==> images/flops_by_reg.png <==
The bar under the picture is 100 µm long. Other sequential cells in the stronger grey, the rest of the logic in the fainter grey.
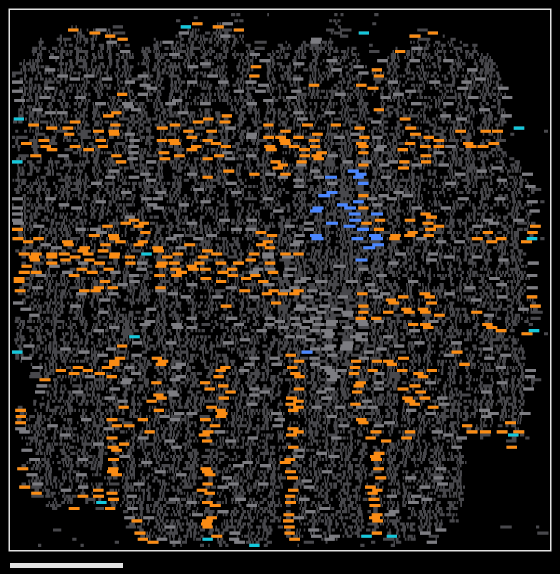
==> images/placement_by_type.png <==
Fill, decap, tap and diode cells in grey.
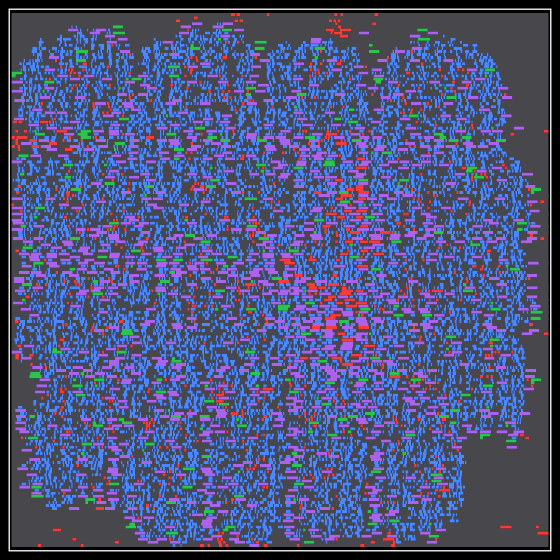
## config.mk

```make
export PLATFORM = sky130hd
export DESIGN_NAME = pwm_bank
export DESIGN_NICKNAME = d
export VERILOG_FILES = /design/src/rtl/pwm_bank_pkg.sv /design/src/rtl/pwm_channel.sv /design/src/rtl/pwm_bank.sv
export SDC_FILE = /design/constraint.sdc
export NUM_CORES = 2
export LEC_CHECK = 0
export ABC_CLOCK_PERIOD_IN_PS = 5800
export CELL_PAD_IN_SITES_DETAIL_PLACEMENT = 1
export CELL_PAD_IN_SITES_GLOBAL_PLACEMENT = 1
export CORE_UTILIZATION = 38
export CTS_CLUSTER_DIAMETER = 60
export DETAILED_ROUTE_END_ITERATION = 7
export GPL_ROUTABILITY_DRIVEN = 1
export GPL_TIMING_DRIVEN = 0
export PLACE_DENSITY = 0.68
export SLEW_MARGIN = 20
export SYNTH_ARGS = -nofsm -noshare
export SYNTH_HDL_FRONTEND = slang
export SYNTH_HIERARCHICAL = 1
export SYNTH_SLANG_ARGS = --single-unit
```

## constraint.sdc

```tcl
create_clock -name clk -period 5.8 [get_ports clk]
set_clock_uncertainty 0.05 [all_clocks]
set_input_delay 1.74 -clock clk [delete_from_list [all_inputs] [get_ports clk]]
set_output_delay 1.74 -clock clk [all_outputs]
set_load 0.02 [all_outputs]
```

## src/rtl/pwm_bank_pkg.sv

```systemverilog
// Shared definitions for the PWM bank: address map, minimum period and
// breathe-direction encodings.
package pwm_bank_pkg;

  localparam int unsigned MIN_PERIOD = 2;

  localparam logic DIR_UP   = 1'b0;
  localparam logic DIR_DOWN = 1'b1;

  // The period register sits just past the last duty register.
  function automatic int unsigned period_addr(input int unsigned nch);
    return nch;
  endfunction

endpackage

```

## src/rtl/pwm_channel.sv

```systemverilog
// One PWM channel: shadow/active duty, breathe ramp and registered compare.
// Ports: clk, rst_n; cnt/wrap/period_act from the shared counter;
// wr/wr_data write duty_sh; en gates the output; breathe selects the ramp;
// pwm_out is the registered channel output.
module pwm_channel
  import pwm_bank_pkg::*;
#(
  parameter int unsigned CNT_W    = 27,
  parameter int unsigned DEF_DUTY = 50_000_000,
  parameter int unsigned STEP     = 1_000_000
) (
  input  logic             clk,
  input  logic             rst_n,
  input  logic [CNT_W-1:0] cnt,
  input  logic             wrap,
  input  logic [CNT_W-1:0] period_act,
  input  logic             wr,
  input  logic [CNT_W-1:0] wr_data,
  input  logic             en,
  input  logic             breathe,
  output logic             pwm_out
);

  localparam int unsigned      XW       = CNT_W + 1;
  localparam logic [CNT_W-1:0] DUTY_RST = CNT_W'(DEF_DUTY);
  localparam logic [XW-1:0]    STEP_X   = XW'(STEP);

  logic [CNT_W-1:0] duty_sh;
  logic [CNT_W-1:0] duty_act;
  logic             dir;

  logic [XW-1:0]    duty_x;
  logic [XW-1:0]    up_sum;
  logic [CNT_W-1:0] ramp_duty;
  logic             ramp_dir;

  // Next breathe duty/direction; one extra bit keeps the sum from wrapping.
  always_comb begin
    duty_x    = {1'b0, duty_act};
    up_sum    = duty_x + STEP_X;
    ramp_duty = duty_act;
    ramp_dir  = dir;
    if (dir == DIR_UP) begin
      if (up_sum >= {1'b0, period_act}) begin
        ramp_duty = period_act;
        ramp_dir  = DIR_DOWN;
      end else begin
        ramp_duty = up_sum[CNT_W-1:0];
      end
    end else begin
      if (duty_x <= STEP_X) begin
        ramp_duty = '0;
        ramp_dir  = DIR_UP;
      end else begin
        ramp_duty = CNT_W'(duty_x - STEP_X);
      end
    end
  end

  // Shadow write, commit/ramp at wrap, compare register.
  always_ff @(posedge clk or negedge rst_n) begin
    if (!rst_n) begin
      duty_sh  <= DUTY_RST;
      duty_act <= DUTY_RST;
      dir      <= DIR_UP;
      pwm_out  <= 1'b0;
    end else begin
      if (wr) begin
        duty_sh <= wr_data;
      end
      if (wrap) begin
        if (breathe) begin
          duty_act <= ramp_duty;
          dir      <= ramp_dir;
        end else begin
          duty_act <= duty_sh;
        end
      end
      pwm_out <= en & (cnt < duty_act);
    end
  end

endmodule

```

## src/rtl/pwm_bank.sv

```systemverilog
// Multi-channel PWM generator with a shared period counter.
// Ports: clk, rst_n; en/breathe per-channel controls; wr_en/wr_addr/wr_data
// register write port (addresses 0..NCH-1 duty, NCH period); pwm_out
// registered outputs; period_start pulses aligned with pwm_out at cnt==0.
module pwm_bank
  import pwm_bank_pkg::*;
#(
  parameter int unsigned NCH        = 16,
  parameter int unsigned CNT_W      = 27,
  parameter int unsigned DEF_PERIOD = 100_000_000,
  parameter int unsigned DEF_DUTY   = 50_000_000,
  parameter int unsigned STEP       = 1_000_000,
  localparam int unsigned AW        = $clog2(NCH + 1)
) (
  input  logic             clk,
  input  logic             rst_n,
  input  logic [NCH-1:0]   en,
  input  logic [NCH-1:0]   breathe,
  input  logic             wr_en,
  input  logic [AW-1:0]    wr_addr,
  input  logic [CNT_W-1:0] wr_data,
  output logic [NCH-1:0]   pwm_out,
  output logic             period_start
);

  localparam logic [AW-1:0]    PERIOD_A   = AW'(period_addr(NCH));
  localparam logic [CNT_W-1:0] PERIOD_RST = CNT_W'(DEF_PERIOD);
  localparam logic [CNT_W-1:0] MIN_P      = CNT_W'(MIN_PERIOD);

  logic [CNT_W-1:0] cnt;
  logic [CNT_W-1:0] period_act;
  logic [CNT_W-1:0] period_sh;
  logic             wrap;
  logic             period_wr;

  assign wrap      = (cnt == period_act - CNT_W'(1));
  assign period_wr = wr_en && (wr_addr == PERIOD_A) && (wr_data >= MIN_P);

  // Shared counter and period shadow/commit; period only changes at wrap.
  always_ff @(posedge clk or negedge rst_n) begin
    if (!rst_n) begin
      cnt          <= '0;
      period_act   <= PERIOD_RST;
      period_sh    <= PERIOD_RST;
      period_start <= 1'b0;
    end else begin
      if (wrap) begin
        cnt        <= '0;
        period_act <= period_sh;
      end else begin
        cnt <= cnt + CNT_W'(1);
      end
      if (period_wr) begin
        period_sh <= wr_data;
      end
      period_start <= (cnt == '0);
    end
  end

  for (genvar i = 0; i < NCH; i++) begin : g_ch
    pwm_channel #(
      .CNT_W    (CNT_W),
      .DEF_DUTY (DEF_DUTY),
      .STEP     (STEP)
    ) u_ch (
      .clk        (clk),
      .rst_n      (rst_n),
      .cnt        (cnt),
      .wrap       (wrap),
      .period_act (period_act),
      .wr         (wr_en && (wr_addr == AW'(i))),
      .wr_data    (wr_data),
      .en         (en[i]),
      .breathe    (breathe[i]),
      .pwm_out    (pwm_out[i])
    );
  end

endmodule

```

==> metrics.yaml <==
worst_setup_path:
  critical_path_class: "reg2reg"
  crit_top_cell: "clkbuf_1"
  reg2reg_slack_ps: 180
  required_ps: 6450
  crit_family: "buffers and inverters"
routing:
  drtAntennaViolNets: 0
  wl_per_cell_um: 30.11
  drt-total-wl_um: 409000
  drc_errors: 0
timing:
  finalSetupTns_ps: 0
  finalSetupViolCount: 0
  fin_crit_sh: 0.9695
  drv_slew: 0
yosys:
  synth_seq_share: 0.2893
  ys_area_mm2: 0.08637
  synthTopCellsByCount: "inv_1, ha_1, nor2_1, nand2_1, o21ai_0"
  synthAdderAreaFrac: 0.1302
  simple_gate_area_frac: 0.1637
  syn_nets: 11080
  ys_cells: 10120
  avgSynthCellArea_um2: 8.536
  synthCells: 10120
  top_cell_area_share: 0.1651
  async_flop_share: 1.000
hold_path:
  hp-class: "reg2reg"
floorplanning:
  die_area_mm2: 0.2292
  die_height_um: 478.7
  die.size.x_um: 478.7
clock_tree:
  clk_latency_ps: 830
  cts_sinks: 978
  h-tree-depth: 4
  clock_path_buffers: 3
final_layout:
  combGateArea_mm2: 0.05492
  syn_to_final_growth_pct: 13.84
  final_cells: 13580
  antenna_cells: 41
  comb.multi_input.count: 7529
  inverters: 997
grt:
  busiest_layer: "met2"
status:
  outcome: "complete, no violations"
placed_design:
  hpwl_um: 288600
## Picture notes: flops_by_reg.png
Key: orange = g_ch.u_ch/duty_sh [sequential cells 432, where widely spread]; blue = cnt [sequential cells 27]; cyan = g_ch.u_ch/pwm_out [sequential cells 16, where widely spread]
post-layout util: 0.4364
Seq group: 8.20 mW
Seq/total area: 0.2559

## Picture notes: placement_by_type.png
Key: red = remaining buffers and delay cells [cells 760, share of their area 5.6%]; green = clock drivers and dummy loads [cells 285, share of their area 5.6%]; purple = sequential cells [cells 978, share of their area 27%]; blue = combinational and other logic [cells 8526, share of their area 62%]
core region area: 0.2253 mm²
Core Rows: 174
finished layout cell area: 0.09833 mm²

==> where the power goes <==
group / internal (mW) / switching, mW
Sequential: 7.77 / 0.425
Clock: 5.97 / 3.93
Combinational: 1.46 / 2.45
==> worst max path at each step <==
stage / from / to / slack [ps]
floorplan: period_act[17] / g_ch[9].u_ch/duty_act[10] / 1350
global placement: rst_n / g_ch[13].u_ch/duty_act[24] / -45740
detailed placement: period_act[4] / g_ch[13].u_ch/duty_act[20] / -450
CTS: period_act[4] / g_ch[13].u_ch/duty_act[25] / 5
global route: period_act[4] / g_ch[6].u_ch/duty_act[11] / -9
finish: period_act[4] / g_ch[1].u_ch/duty_act[14] / 180
No activity file was given, so power comes from the tool's default toggle rates.
